==> config.mk <==
export PLATFORM = sky130hd
export DESIGN_NAME = dma_io_drain_flat
export DESIGN_NICKNAME = d
export VERILOG_FILES = /design/src/rtl/dma_io_drain_pkg.sv /design/src/rtl/dma_io_drain_if.sv /design/src/rtl/dma_io_drain_fifo.sv /design/src/rtl/dma_io_drain.sv /design/src/flat_wrapper.sv
export SDC_FILE = /design/constraint.sdc
export NUM_CORES = 1
export LEC_CHECK = 0
export ABC_AREA = 1
export CORE_MARGIN = 2
export CORE_UTILIZATION = 31
export CTS_CLUSTER_DIAMETER = 30
export DETAILED_ROUTE_END_ITERATION = 12
export HOLD_SLACK_MARGIN = 0.02
export PLACE_DENSITY_LB_ADDON = 0.25
export SYNTH_ARGS = -nofsm -noshare
export SYNTH_HDL_FRONTEND = slang
export SYNTH_SLANG_ARGS = --single-unit
==> constraint.sdc <==
create_clock -name clk -period 3.94 [get_ports clk]
set_clock_uncertainty 0.2 [all_clocks]
set_input_delay 0.788 -clock clk [delete_from_list [all_inputs] [get_ports clk]]
set_output_delay 0.788 -clock clk [all_outputs]
set_load 0.02 [all_outputs]
**Run 1: where the registers sit**

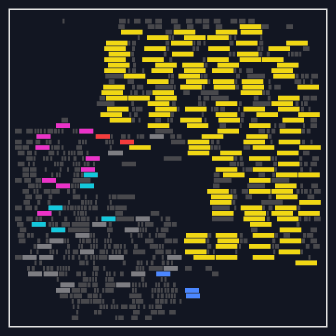
| color | name in the netlist | flops |
|---|---|---|
| magenta | `u_core.bus.mem_addr` | 9 |
| yellow | `u_core.u_fifo.r_mem` | 128 |
| red | `u_core.u_fifo.r_rptr` | 2 |
| blue | `u_core.r_state` | 3 |
| cyan | `u_core.bus.xfer_cnt` | 6 |
not colored: 20
register area: 0.00465 sq mm
fin util: 40.8%

**Run 1: power grid**

Pins as bars on the die edge.
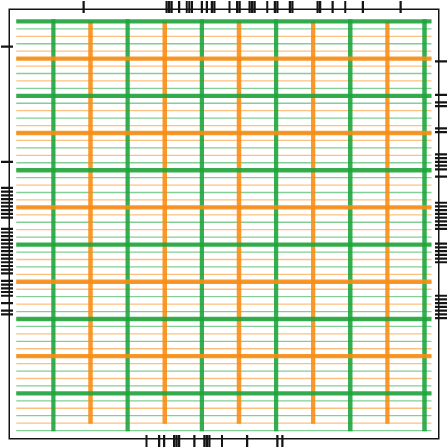
| color | net |
|---|---|
| green | VSS |
| orange | VDD |
signal pins: 108
met1 rails: 56
rows: 55
met5 straps: 11
Die Ht: 157 um
VDD IR max: 0.000244 V
die width: 157 um
Core Footprint: 0.0227 sq mm

**Run 1: close-up of the layout**

Region (14, 92) to (64, 142) um. Cells in gray, sequential cells in the stronger gray; small squares are vias.
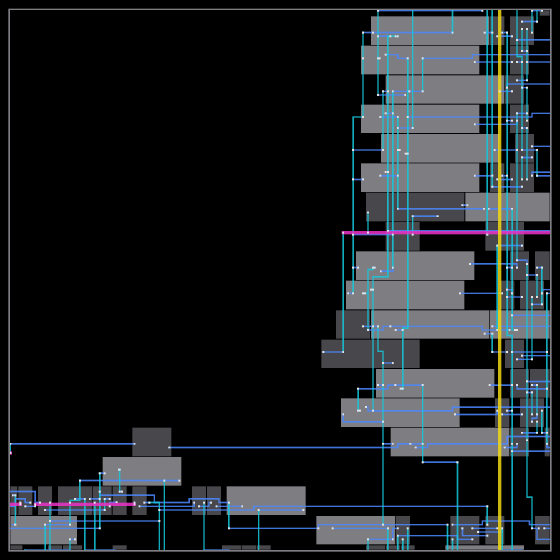
| color | layer |
|---|---|
| yellow | met4 |
| blue | met1 |
| cyan | met2 |
| magenta | met3 |
most frequent: edfxtp_1 (14), o21ai_0 (9), nor2_1 (7)
cells with their middle in the window: 54
sequential cells in the window: 18

**Run 1: clock routing**

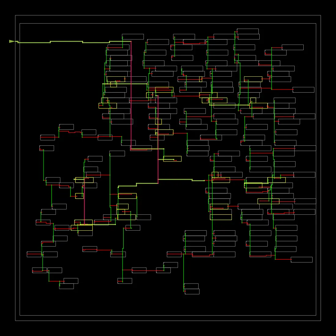
Num Clock Sinks: 168
clock network power: 1.72 mW
latest clock arrival within the worst-skew pair: 420 ps
TritonCTS buffer count: 17

==> changes_impl.md, run 1 <==
### Changed

* Worst Tran Pin Value at between 600 and 700 ps
* Top FF cell, synth: edfxtp_1
* Synth area leader: edfxtp_1
* CTS Hold Bufs at 0
* Status: completed
* Slew Limit Fails at 0
* Largest net degree at the start of global routing at ~66
* Initial DRC Count at 257
* Crit start category: flop
* Core Rows at ~55
* Synth Instances at between 600 and 700
* Largest logic family: simple AND/OR/NAND/NOR gates
* Vias per cell at about 4.7
* Layout Nets at just under 900
* Final wirelength at 16.1 mm
* Max-cap viol count at 0
* Gpl congestion at around 0.83
* CTS tree: built
* Synth unique cells at 34
* Async set-reset flop share out of synthesis at 0%
* Tcrit/Tclk final at a little over nine tenths
* Pwr/cell area at around 540 mW/mm^2
* Leak pwr at between 3 and 4 nW
* FF+latch count, synth at roughly 170
* Vias in the first global route at roughly 4800
* Arrival time at the worst endpoint at approximately 2700 ps
* Fin area at slightly above 0.009 sq mm
* Max-slew headroom at 58.7%
* Max FFs per register at roughly 130
* Most used logic cell in the final layout: edfxtp_1
* Setup TNS at 0 ps
* Syn-to-layout area delta at 28.6%
* Layout cells sized above 1 at roughly 7.4%
* FF-to-FF path depth at 14
* Input/output buffers at roughly 110
* Worst-case clock buffer depth at 2
* CTS resizes at 2
* Cells on Worst Hold Path at 2
* OpenROAD warnings at 29
* Vias at roughly 5100
* Clock Pin Slew Worst Setup and Hold Paths at roughly 60 ps
## run 1: logic make-up (layout without fill, tap and decap cells)
| kind of cell | after synthesis | count (layout) |
|---|---|---|
| adders and majority gates | 17 | 17 |
| other | 1 | 2 |
| and+or+nand+nor | 254 | 254 |
| AOI/OAI and AO/OA | 138 | 138 |
| DFF | 168 | 168 |
| buffers and inverters | 88 | 210 |
| xor gates and xnor gates | 21 | 21 |
## run 1: metrics by stage
step | hold WS (ps) | instances | power, mW
floorplan | 256 | 688 | 2.85
global placement | 274 | 1064 | 3.29
global route | 333 | 1095 | 5.24
detailed placement | 293 | 1064 | 3.29
finish | 302 | 1095 | 4.96
CTS | 305 | 1095 | 5.02
## run 1: cell usage after synthesis (4+ instances only)
| library cell | count |
|---|---|
| nand3_1 | 25 |
| xor2_1 | 15 |
| a21oi_1 | 14 |
| nand4_1 | 4 |
| dfxtp_1 | 40 |
| ha_1 | 16 |
| nand2_1 | 82 |
| inv_1 | 57 |
| o22ai_1 | 32 |
| xnor2_1 | 6 |
| o21ai_0 | 87 |
| nor3_1 | 7 |
| edfxtp_1 | 128 |
| nor2_1 | 126 |
| clkbuf_1 | 16 |
| buf_4 | 4 |
| buf_2 | 5 |
## run 1: worst max-delay path, stage by stage, from the launching register on
cell and delay [ps]:
dfxtp_2 390, ha_2 220, ha_1 200, nand3_1 120
xor2_1 170, ha_1 310, a21o_1 170, nand3_1 80
nand2_1 50, inv_1 40, nand3_1 60, nand2_1 60
nand2_1 60, inv_1 50, dlygate4sd2_1 320
## run 1: routing by layer
metal | up-vias | share of wire, % | global-route usage (%)
met3 | 13 | 4.7 | 3.68
met1 | 2402 | 48 | 17.8
li1 | 2580 | - | -
met4 | 0 | 0.99 | 3.63
met2 | 134 | 46 | 21.8
met5 | - | 0 | 0
## run 1: report_power, final
part           internal [mW]  switching [mW]
registers               2.05          0.0997
clock network           1.02           0.702
logic                  0.449           0.641
## run 1: final cells by class
type / count / area [sq um]
Fill cell: 2203 / 13400
Sequential cell: 168 / 4650
Multi-Input combinational cell: 432 / 2240
Timing Repair Buffer: 119 / 1180
Clock buffer: 18 / 429
Tap cell: 285 / 357
Inverter: 60 / 225
Clock inverter: 13 / 189
**Run 1: gate-type map**

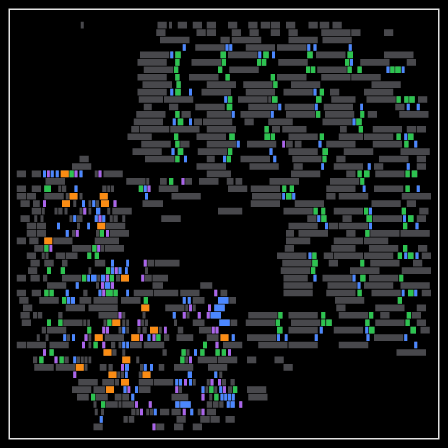

==> inputs of run 2 (changes only) <==
==> constraint.sdc (replaced) <==
create_clock -name clk -period 3.15 [get_ports clk]
set_clock_uncertainty 0.2 [all_clocks]
set_input_delay 0.63 -clock clk [delete_from_list [all_inputs] [get_ports clk]]
set_output_delay 0.63 -clock clk [all_outputs]
set_load 0.02 [all_outputs]
**Run 2: gate-type map**

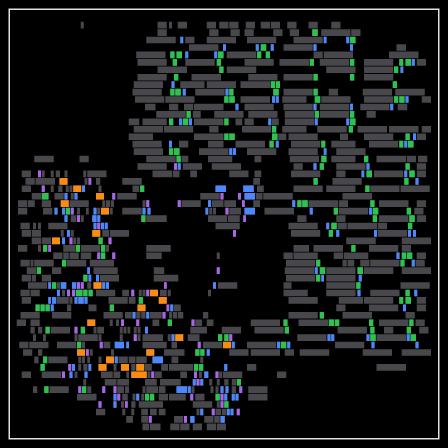
| color | family | cells | most used |
|---|---|---|---|
| orange | XOR/XNOR gates | 21 | xor2_1 |
| green | inverting AOI/OAI gates | 136 | o21ai_0 |
| purple | inverters | 60 | inv_1 |
| blue | NOR gates | 136 | nor2_1 |
Comb area share: 24.2%
most used logic cell in the final layout: edfxtp_1
Layout Cells excl Fill: 1122

==> changes_impl.md, run 2 <==
### Changed

* Status: finished with violations
* Final wirelength at around 17 mm
* Die Ht at 157 um
* Leak pwr at approximately 3.6 nW
* Worst-case clock buffer depth at 2
* Crit start category: flop
* Pwr/cell area at around 650 mW/mm^2
* Total Power at 6.22 mW
* Vias at 5156
* Num Clock Sinks at 168
* Synth unique cells at 34
* FF-to-FF path depth at 20
* Synth area leader: edfxtp_1
* Slew Limit Fails at 0
* Failing checks: negative setup slack
* P_sw at roughly 1.9 mW
* Kind of cell adding the most delay to the critical path: adder cells
* Setup-failing EPs final at 1
* TritonCTS buffer count at 17
* Clock Pin Slew Worst Setup and Hold Paths at 70 ps
* Async set-reset flop share out of synthesis at 0%
* WP depth at 14
* Largest net degree at the start of global routing at between 60 and 70
* Post-synth top cells: edfxtp_1 (128), nor2_1 (126), o21ai_0 (87)
* Core Footprint at 0.0227 sq mm
* Final setup margin at -33.6 ps
* Core Rows at 55
-- run 2: kinds of logic (layout without fill, tap and decap cells) --
logic type,count (synthesis),in the layout,synth area share [%]
other,1,2,0.0520
AND/OR/NAND/NOR,254,254,14.7
adder cells (fa/ha/maj),17,17,3.05
flip-flops,168,168,64.4
AND-OR/OR-AND,138,138,10.3
XOR/XNOR,21,21,2.55
buffers and inverters,88,237,4.98
-- run 2: power by group through the flow --
stage	combinational, mW	clock (mW)	sequential, mW
after floorplan	0.819	0	2.75
after global placement	1.45	0	2.73
after detailed placement	1.46	0	2.73
after CTS	1.54	2.08	2.69
after global routing	1.70	2.16	2.71
final	1.52	2.01	2.69
-- run 2: what timing repair did --
item / 4_1_cts / 5_1_grt
hold buffers: 0 / 0
pin swaps: 7 / 2
setup endpoints to repair: 1 / 2
buffers inserted: 10 / 0
resized: 16 / 5
-- run 2: routing by layer --
metal | up-vias | global-route usage (%)
li1 | 2634 | -
met1 | 2399 | 18.8
met2 | 111 | 23.0
met3 | 12 | 3.54
met4 | 0 | 3.84
met5 | - | 0
-- run 2: area by class of cell --
cell class	count	area, sq um	area share (%)
flip-flops and latches	168	4650	48.8
multi-input cells	432	2300	24.2
repair buffers	145	1410	14.8
clock buffers	17	425	4.47
well taps	285	357	3.74
inverters	60	225	2.36
clock inverters	15	158	1.66
-- run 2: worst register-to-register path: stages (launching register included) --
cell     delay (ps)
dfxtp_2         350
ha_4            150
ha_4            140
nand3_2          80
xor2_1          150
ha_1            310
a21o_1          170
nand3_1          80
nand2_1          50
inv_1            40
nand3_1          70
nand2_1          80
nand2_1          70
buf_4           150
buf_4           120
buf_4           120
buf_4           120
buf_4           120
buf_4           120
buf_4           130
nor2_4           60
-- run 2: through the flow --
step,hold slack [ps],setup slack [ps],utilization (%),setup TNS (ps)
final,297,-33.6,41.9,-33.6
after global routing,330,-188,41.9,-188
after CTS,305,-70.5,41.8,-70.5
after detailed placement,286,-143,38.8,-143
after global placement,274,-110,38.8,-110
after floorplan,256,60.9,-,0
Power figures rest on the tool's default switching activity, not on a simulated workload.
